### Pin placement, run 1

Drawn at 4 px/um. Pins as bars across the die edge, other pins in gray.
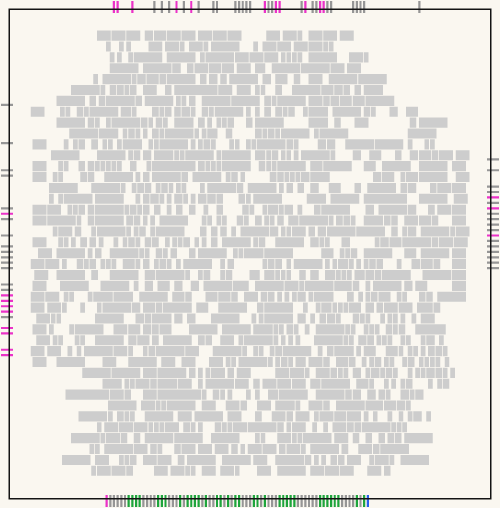
### Wires at chosen ports, followed through buffers, run 1

Drawn at 2 px/um.
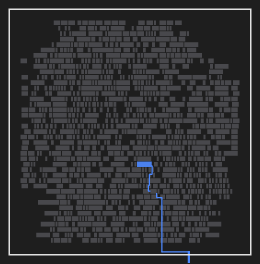
### Cell placement, run 1

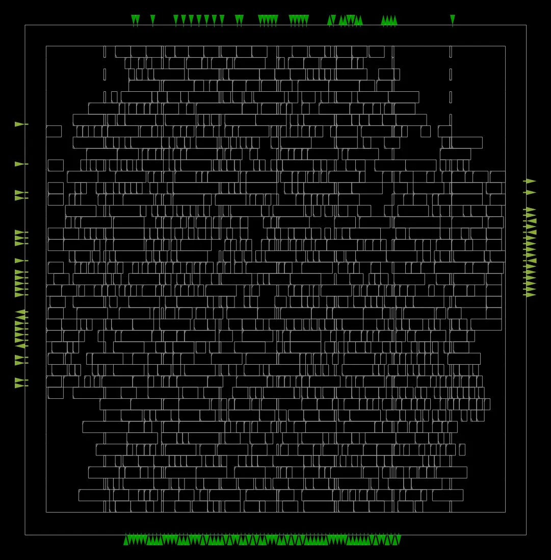
### Gate-type map, run 1

Drawn at 4 px/um.
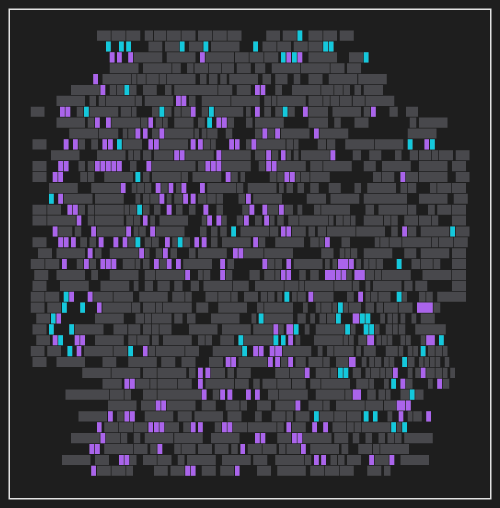
==> src/rtl/dut_vector_sequencer.sv <==
// Vector sequencer: pops stimulus vectors, holds each on the DUT pins for a fixed count or until a trigger/timeout,
// then writes one result record per vector. Define DUT_SEQ_EDGE_TRIG_EN to make mode 11 a rising-edge trigger.
module dut_vector_sequencer #(
  parameter int unsigned STF_WIDTH   = 24,
  parameter int unsigned RTF_WIDTH   = 24,
  parameter int unsigned CYCLE_RANGE = 8
) (
  input  logic                               clock,
  input  logic                               reset,
  input  logic [STF_WIDTH+CYCLE_RANGE+1:0]   stim_data,
  input  logic                               stim_empty,
  output logic                               stim_rdreq,
  input  logic                               cfg_valid,
  input  logic                               cfg_addr,
  input  logic [RTF_WIDTH-1:0]               cfg_data,
  output logic [RTF_WIDTH+CYCLE_RANGE+1:0]   res_data,
  output logic                               res_wrreq,
  input  logic                               res_full,
  output logic [STF_WIDTH-1:0]               mosi_data,
  input  logic [RTF_WIDTH-1:0]               miso_data,
  output logic                               busy
);

  localparam int unsigned STIM_W = STF_WIDTH + CYCLE_RANGE + 2;
  localparam int unsigned RES_W  = RTF_WIDTH + CYCLE_RANGE + 2;

  localparam logic [1:0] MODE_FIXED = 2'b00;
  localparam logic [1:0] MODE_ALL   = 2'b01;
  localparam logic [1:0] MODE_ANY   = 2'b10;

  typedef enum logic [1:0] {
    S_IDLE  = 2'd0,
    S_RUN   = 2'd1,
    S_WRITE = 2'd2
  } state_e;

  state_e                 state_q, state_d;
  logic [CYCLE_RANGE-1:0] cycles_q, cycles_d;
  logic [1:0]             mode_q, mode_d;
  logic [CYCLE_RANGE-1:0] cnt_q, cnt_d;
  logic [RTF_WIDTH-1:0]   miso_q;
  logic [RTF_WIDTH-1:0]   mask_q, value_q;
  logic [STF_WIDTH-1:0]   mosi_q, mosi_d;
  logic [RES_W-1:0]       res_q, res_d;
  logic                   wr_q, wr_d;
  logic                   busy_q, busy_d;
`ifdef DUT_SEQ_EDGE_TRIG_EN
  logic [RTF_WIDTH-1:0]   prev_q, prev_d;
`endif

  logic [STF_WIDTH-1:0]   stim_vec;
  logic [CYCLE_RANGE-1:0] stim_cyc;
  logic [1:0]             stim_mode;
  logic [CYCLE_RANGE-1:0] fixed_end;
  logic                   hit;

  assign stim_vec  = stim_data[STIM_W-1 -: STF_WIDTH];
  assign stim_cyc  = stim_data[CYCLE_RANGE+1:2];
  assign stim_mode = stim_data[1:0];

  // FIXED holds max(cycles,1) RUN cycles, so its last counter value is max(cycles,1)-1
  assign fixed_end = (cycles_q == '0) ? '0 : CYCLE_RANGE'(cycles_q - 1'b1);

  // Trigger evaluation against the registered DUT response
  always_comb begin
    hit = 1'b0;
    case (mode_q)
      MODE_FIXED: hit = 1'b0;
      MODE_ALL:   hit = ((miso_q & mask_q) == (value_q & mask_q));
      MODE_ANY:   hit = |(miso_q & mask_q);
`ifdef DUT_SEQ_EDGE_TRIG_EN
      default:    hit = |(miso_q & ~prev_q & mask_q);
`else
      default:    hit = ((miso_q & mask_q) == (value_q & mask_q));
`endif
    endcase
  end

  // Next-state and output logic
  always_comb begin
    state_d    = state_q;
    cycles_d   = cycles_q;
    mode_d     = mode_q;
    cnt_d      = cnt_q;
    mosi_d     = mosi_q;
    res_d      = res_q;
    wr_d       = 1'b0;
    stim_rdreq = 1'b0;
`ifdef DUT_SEQ_EDGE_TRIG_EN
    prev_d     = prev_q;
`endif
    case (state_q)
      S_IDLE: begin
        if (!stim_empty && !reset) begin
          stim_rdreq = 1'b1;
          mosi_d     = stim_vec;
          cycles_d   = stim_cyc;
          mode_d     = stim_mode;
          cnt_d      = '0;
`ifdef DUT_SEQ_EDGE_TRIG_EN
          prev_d     = miso_q;
`endif
          state_d    = S_RUN;
        end
      end
      S_RUN: begin
`ifdef DUT_SEQ_EDGE_TRIG_EN
        prev_d = miso_q;
`endif
        if (mode_q == MODE_FIXED) begin
          if (cnt_q == fixed_end) begin
            res_d   = {miso_q, cnt_q, 1'b0, 1'b0};
            state_d = S_WRITE;
          end else begin
            cnt_d = CYCLE_RANGE'(cnt_q + 1'b1);
          end
        end else if (hit) begin
          res_d   = {miso_q, cnt_q, 1'b0, 1'b1};
          state_d = S_WRITE;
        end else if (cnt_q == cycles_q) begin
          res_d   = {miso_q, cnt_q, 1'b1, 1'b0};
          state_d = S_WRITE;
        end else begin
          cnt_d = CYCLE_RANGE'(cnt_q + 1'b1);
        end
      end
      S_WRITE: begin
        if (!res_full) begin
          wr_d    = 1'b1;
          state_d = S_IDLE;
        end
      end
      default: state_d = S_IDLE;
    endcase
    busy_d = (state_d != S_IDLE);
  end

  always_ff @(posedge clock) begin
    if (reset) begin
      state_q  <= S_IDLE;
      cycles_q <= '0;
      mode_q   <= '0;
      cnt_q    <= '0;
      miso_q   <= '0;
      mask_q   <= '0;
      value_q  <= '0;
      mosi_q   <= '0;
      res_q    <= '0;
      wr_q     <= 1'b0;
      busy_q   <= 1'b0;
`ifdef DUT_SEQ_EDGE_TRIG_EN
      prev_q   <= '0;
`endif
    end else begin
      state_q  <= state_d;
      cycles_q <= cycles_d;
      mode_q   <= mode_d;
      cnt_q    <= cnt_d;
      miso_q   <= miso_data;
      mosi_q   <= mosi_d;
      res_q    <= res_d;
      wr_q     <= wr_d;
      busy_q   <= busy_d;
`ifdef DUT_SEQ_EDGE_TRIG_EN
      prev_q   <= prev_d;
`endif
      if (cfg_valid && !cfg_addr) mask_q  <= cfg_data;
      if (cfg_valid &&  cfg_addr) value_q <= cfg_data;
    end
  end

  assign mosi_data = mosi_q;
  assign res_data  = res_q;
  assign res_wrreq = wr_q;
  assign busy      = busy_q;

endmodule

==> config.mk <==
export PLATFORM = sky130hd
export DESIGN_NAME = dut_vector_sequencer
export DESIGN_NICKNAME = d
export VERILOG_FILES = /design/src/rtl/dut_vector_sequencer.sv
export SDC_FILE = /design/constraint.sdc
export NUM_CORES = 1
export LEC_CHECK = 0
export ABC_AREA = 1
export CAP_MARGIN = 5
export CORE_AREA = 5 5 115 117
export CTS_BUF_LIST = sky130_fd_sc_hd__clkbuf_8
export DETAILED_ROUTE_END_ITERATION = 10
export DIE_AREA = 0 0 120 122
export GPL_ROUTABILITY_DRIVEN = 0
export PLACE_DENSITY = 0.86
export SLEW_MARGIN = 30
export SYNTH_ARGS = -nofsm -noshare
export SYNTH_HDL_FRONTEND = slang
export SYNTH_SLANG_ARGS = --single-unit
==> constraint.sdc <==
create_clock -name clock -period 4.5 [get_ports clock]
set_input_delay 0.45 -clock clock [delete_from_list [all_inputs] [get_ports clock]]
set_output_delay 0.45 -clock clock [all_outputs]
set_load 0.005 [all_outputs]
==> results.yml, run 1 <==
# yosys + openroad results
timing:
  clock_skew_ps: 11.9
  min_period_ps: 3070
  rsz0062_at_grt: "false"
  worst_pin_slew_ps: 923
  finalClockPeriodUsage_pct: 68.2
  slew_headroom_pct: 38.3
  drv_slew: 0
  hold_ws_ps: 470
  max_freq_ghz: 0.326
power:
  p_seq_share_pct: 47.7
  leakagePower_nw: 3.38
  pwr-share-comb_pct: 13.7
  peakVddDrop_uv: 236
  netSwitchingFraction_pct: 25.1
  pwr-share-clk_pct: 38.6
  pg_seq_mw: 1.47
  finalPower_mw: 3.09
  p_sw_mw: 0.774
  p_int_mw: 2.31
  maxPowerGroup: "sequential cells"
  p_comb_mw: 0.422
critical_path:
  critPathLaunch: "cycles_q[0]"
  end_kind: "register"
  cp_cell_sequence: "inv_1, ha_1, inv_1, nor2_1, nand4_1, nand2_1, nand2_1, nand2_1, nand3_1, nor2_2, nand4_4, nand2_4, o21ai_0, nand2_1"
  r2r-end: "busy"
  crit_buf_inv: 2
  crit_end: "busy"
  slowest_delay_ps: 670
  r2r_cells: 14
  worstPathArrival_ps: 3450
  r2r-start: "cycles_q[0]"
  crit_type: "reg2reg"
  crit_family: "simple AND/OR/NAND/NOR gates"
  critical_path.most_common_cell: "nand2_1"
  crit_path_top_delay_cell: "nand2_4"
placement:
  dpl-instance-area_mm2: 0.00805
  post-dp-hpwl_mm: 12.5
  place_ws_ps: 1450
global_routing:
  use_met2_pct: 39.6
  grt_usage_pct: 24.0
  antenna_found_initial: 0
  use_met1_pct: 30.9
  grt_max_degree: 67
  grt_pass1_vias: 5776
  grt_pass1_wl_mm: 28.3
  met3_usage_pct: 4.60
cells_and_area:
  final_cell_mix: "206 x nor2_1, 152 x dfxtp_1, 147 x clkdlybuf4s50_1"
  buf_share_pct: 17.7
  flops: 152
  largest_reg_flops: 34
  nets: 1107
  non_clock_buffer_count: 152
  antenna_cells: 0
  n_all_inverters: 65
  drive_gt1_share_pct: 11.2
  ff_latch_area_mm2: 0.00304
  lay_top_count: "nor2_1"
  comb_cells: 629
  area_delta_synth_final_pct: 29.8
  final-clk-cell-share_pct: 5.54
  logic_area_mm2: 0.00307
yosys:
  synth_area_leader_cell: "dfxtp_1"
  adder_share_pct: 0.381
  syn_inst: 891
  syn_area_per_cell_um2: 7.37
  mux_share_pct: 0
  synth-edff-count: 0
  synth-simple-area-share_pct: 31.6
  ys_seq_share_pct: 46.4
  ys.warnings.count: 0
  netlist-cell-type-count: 31
  ys.flop_type: "dfxtp_1"
  ys_cells: 891
  syn_area_mm2: 0.00657
  ys_area_mm2: 0.00657
  ys_ff: 152
  top_cells_by_count: "206 x nor2_1, 152 x dfxtp_1, 104 x nand2_1"
  fp_nets: 981
run_status:
  status: "finished clean"
clock_network:
  cts_max_path_buffers: 2
  path_clk_slew_ps: 80
  postCtsSetupBuffers: 0
  htree_levels: 4
  cts_tree: "built"
  cts_hold_buffers: 0
  clock_latency_ps: 450
  clock-sinks: 152
  cts_made_buffers: 17
  cts_resized: 0
floorplan:
  die-area_mm2: 0.0146
  row_count: 41
  coreArea_mm2: 0.0123
  fp-utilization_pct: 53.5
hold_path:
  holdCritStartpoint: "miso_q[17]"
  hold_path_class: "reg2reg"
  whs_path_depth: 2
route:
  drtPass1Iterations: 5
  wl_met3_mm: 1.03
  detail_route.iter0.violations: 747
  remaining_drc_errors: 0
  met1Wirelength_mm: 7.51
  drtAntennaViolNets: 0
  vias: 6348
run:
  warning_count: 26
About 'Pin placement':
Key: miso_data = magenta [pins 24, direction input, edge 11 north, 9 west, 3 east, 1 south]; busy = blue [pins 1, direction output, edge south]; stim_data = green [pins 34, direction input, edge south]
All pins by edge: 72 south, 35 north, 24 west, 18 east.
DIE HEIGHT: 122 um
die x size: 120 um

About 'Wires at chosen ports, followed through buffers':
Key: busy = blue [direction output, edge south, end cells 1, buffers 1, wire 62.0 um]
PortBufs: 148
I/O Pins: 149

About 'Cell placement':
fraction of area in registers: 35.7%
tap cells: 150
final core utilization: 69.5%

About 'Gate-type map':
Key: inv cells = cyan [cells 65, most used inv_1, where spread over the die]; nor cells = purple [cells 218, most used nor2_1]
multi-input combinational area share: 36.0%
post-route insts no fill: 1,180

==> run 2: changes to the inputs <==
CORE_AREA = 5 5 125 127   (was 5 5 115 117)
DIE_AREA = 0 0 130 132   (was 0 0 120 122)
PLACE_DENSITY = 0.77   (was 0.86)
clock period = 2.6 ns   (was 4.5 ns; I/O delays follow)
### Pin placement, run 2

Drawn at 4 px/um. Pins as bars across the die edge, other pins in gray.
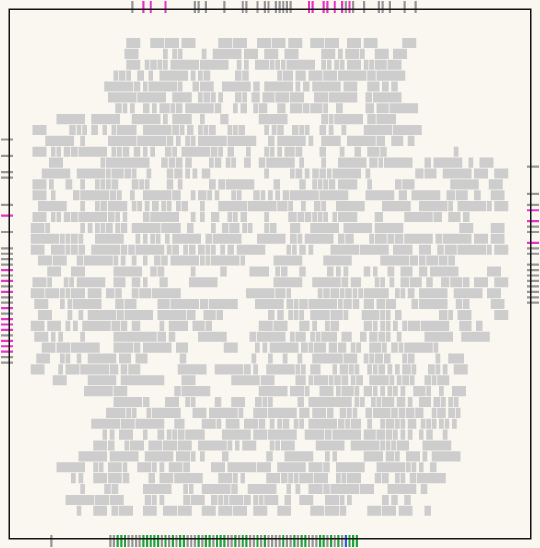
Key: stim_data = green [pins 34, direction input, edge south]; miso_data = magenta [pins 24, direction input, edge 11 west, 10 north, 3 east]; busy = blue [pins 1, direction output, edge south]
All pins by edge: 69 south, 33 north, 29 west, 18 east.

==> run 2 against run 1 <==
Design area increased by 1.6%. Critical path depth grew 3. Highest routed layer unchanged. Die size rose by 17%. Largest power group unchanged. Area after synthesis did not move.
==> results.yml, run 2 <==
# yosys + openroad results
run_status:
  status: "finished clean"
yosys:
  ys.flop_type: "dfxtp_1"
  fp_nets: 981
  netlist-cell-type-count: 31
  adder_share_pct: 0.381
  synth-simple-area-share_pct: 31.6
  syn_area_mm2: 0.00657
  async_flop_share_pct: 0
  synth_area_leader_cell: "dfxtp_1"
  syn_area_per_cell_um2: 7.37
  ys_area_mm2: 0.00657
  ys_seq_share_pct: 46.4
  ys.warnings.count: 0
  ys_cells: 891
  ys_sh_aoi_pct: 13.6
  syn_inst: 891
  synth-edff-count: 0
  mux_share_pct: 0
  top_cells_by_count: "206 x nor2_1, 152 x dfxtp_1, 104 x nand2_1"
  ys_ff: 152
global_routing:
  use_met2_pct: 33.4
  grt_pass1_vias: 5839
  antenna_found_initial: 0
  grt_pass1_wl_mm: 28.9
  grt_usage_pct: 21.0
  use_met1_pct: 27.5
  met3_usage_pct: 4.17
  grt.busiest_layer: "met2"
  grt_max_degree: 67
power:
  finalPower_mw: 5.25
  p_sw_mw: 1.36
  maxPowerGroup: "sequential cells"
  pwr-share-comb_pct: 14.2
  netSwitchingFraction_pct: 25.9
  p_seq_share_pct: 48.5
  pg_seq_mw: 2.55
  p_comb_mw: 0.748
  p_int_mw: 3.89
  peakVddDrop_uv: 288
  leakagePower_nw: 3.43
  power_density_mw_per_mm2: 606
  pg_clk_mw: 1.96
  pwr-share-clk_pct: 37.3
cells_and_area:
  ff_latch_area_mm2: 0.00304
  comb-cell-share_pct: 35.6
  fill_cells: 1318
  final_cell_count_no_fill: 1223
  final_cell_mix: "206 x nor2_1, 152 x dfxtp_1, 147 x clkdlybuf4s50_1"
  antenna_cells: 0
  seq_share_pct: 35.2
  lay_top_count: "nor2_1"
  final-clk-cell-share_pct: 5.07
  buf_share_pct: 18.7
  largest_reg_flops: 34
  nClkBuffers: 19
  drive_gt1_share_pct: 11.8
  comb_cells: 629
  flops: 152
  postLayoutCoreUtil_pct: 60.5
  n_all_inverters: 65
  nets: 1116
  logic_area_mm2: 0.00308
placement:
  dpl-instance-area_mm2: 0.00820
  post-dp-hpwl_mm: 12.6
  port_buffers: 148
  dp.cells: 1191
  place_ws_ps: 296
critical_path:
  critPathLaunch: "cycles_q[0]"
  end_kind: "register"
  r2r_cells: 17
  crit_end: "res_data[28]"
  crit_family: "simple AND/OR/NAND/NOR gates"
  crit_required_ps: 2970
  crit_path_max_fanout: 13
  crit_buf_inv: 4
  cp_cell_sequence: "inv_1, ha_1, inv_1, nor2_1, nand2_1, nand2_1, nand2_1, nand2_1, nand2_1, inv_1, nand2_1, nor2_2, nand4_4, nand2_8, buf_12, nand2_2, a21oi_2"
  cp.depth: 17
  critical_path.most_common_cell: "nand2_1"
  slowest_delay_ps: 320
  reg2reg_slack_ps: 300
  crit_path_top_delay_cell: "dfxtp_1"
  crit_type: "reg2reg"
  r2r-end: "res_data[28]"
  worstPathArrival_ps: 2670
  r2r-start: "cycles_q[0]"
timing:
  worst_pin_slew_ps: 876
  clock_skew_ps: 10.1
  setup_violations: 0
  max_freq_ghz: 0.435
  rsz0062_at_grt: "false"
  min_period_ps: 2300
  finalClockPeriodUsage_pct: 88.3
  slew_headroom_pct: 41.2
  drv_slew: 0
  hold_ws_ps: 317
  tns_ps: 0
run:
  warning_count: 26
  max_cap_viol_count: 0
clock_network:
  cts_hold_buffers: 0
  clock-sinks: 152
  clock_latency_ps: 450
  cts_tree: "built"
  cts_resized: 0
  cts_made_buffers: 17
  htree_levels: 4
  postCtsSetupBuffers: 0
  path_clk_slew_ps: 80
  cts_max_path_buffers: 2
floorplan:
  io_pins: 149
  row_count: 44
  well_tap_count: 184
  fp-utilization_pct: 45.9
  coreArea_mm2: 0.0143
  fp.dieH_um: 132
  fp.dieW_um: 130
  die-area_mm2: 0.0172
hold_path:
  hold_path_class: "in2reg"
  whs_path_depth: 3
  holdCritStartpoint: "miso_data[12]"
route:
  drtPass1Iterations: 5
  met1Wirelength_mm: 7.99
  remaining_drc_errors: 0
  vias: 6292
  detail_route.iter0.violations: 574
  wl_per_cell_um: 14.6
  drtAntennaViolNets: 0
  vias_per_cell: 5.14
  wl_met3_um: 945
### Cells by drive strength, run 2

Drawn at 4 px/um.
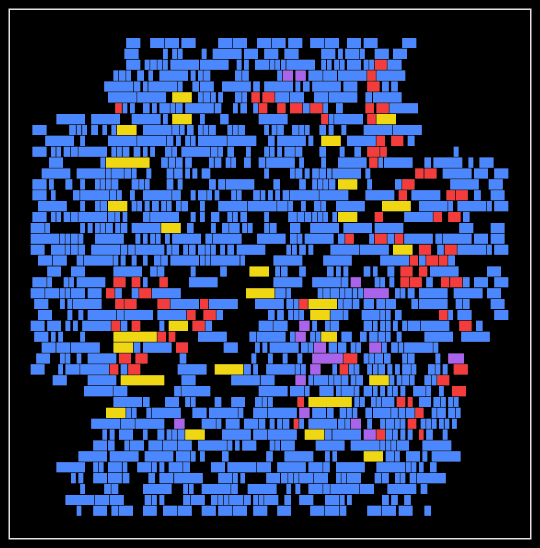
Key: _3 and _4 cells = purple [cells 16, share 1.5%]; _0 and _1 cells = blue [cells 916, share 88%]; _2 cells = red [cells 79, share 7.6%]; _6 and larger = yellow [cells 28, share 2.7%]
final worst setup slack: 303 ps
Non-clk bufs: 161
area grow syn2layout: 31.8%
Final Instance Area: 0.00865 mm^2

Power is estimated from default activity; no workload was simulated.
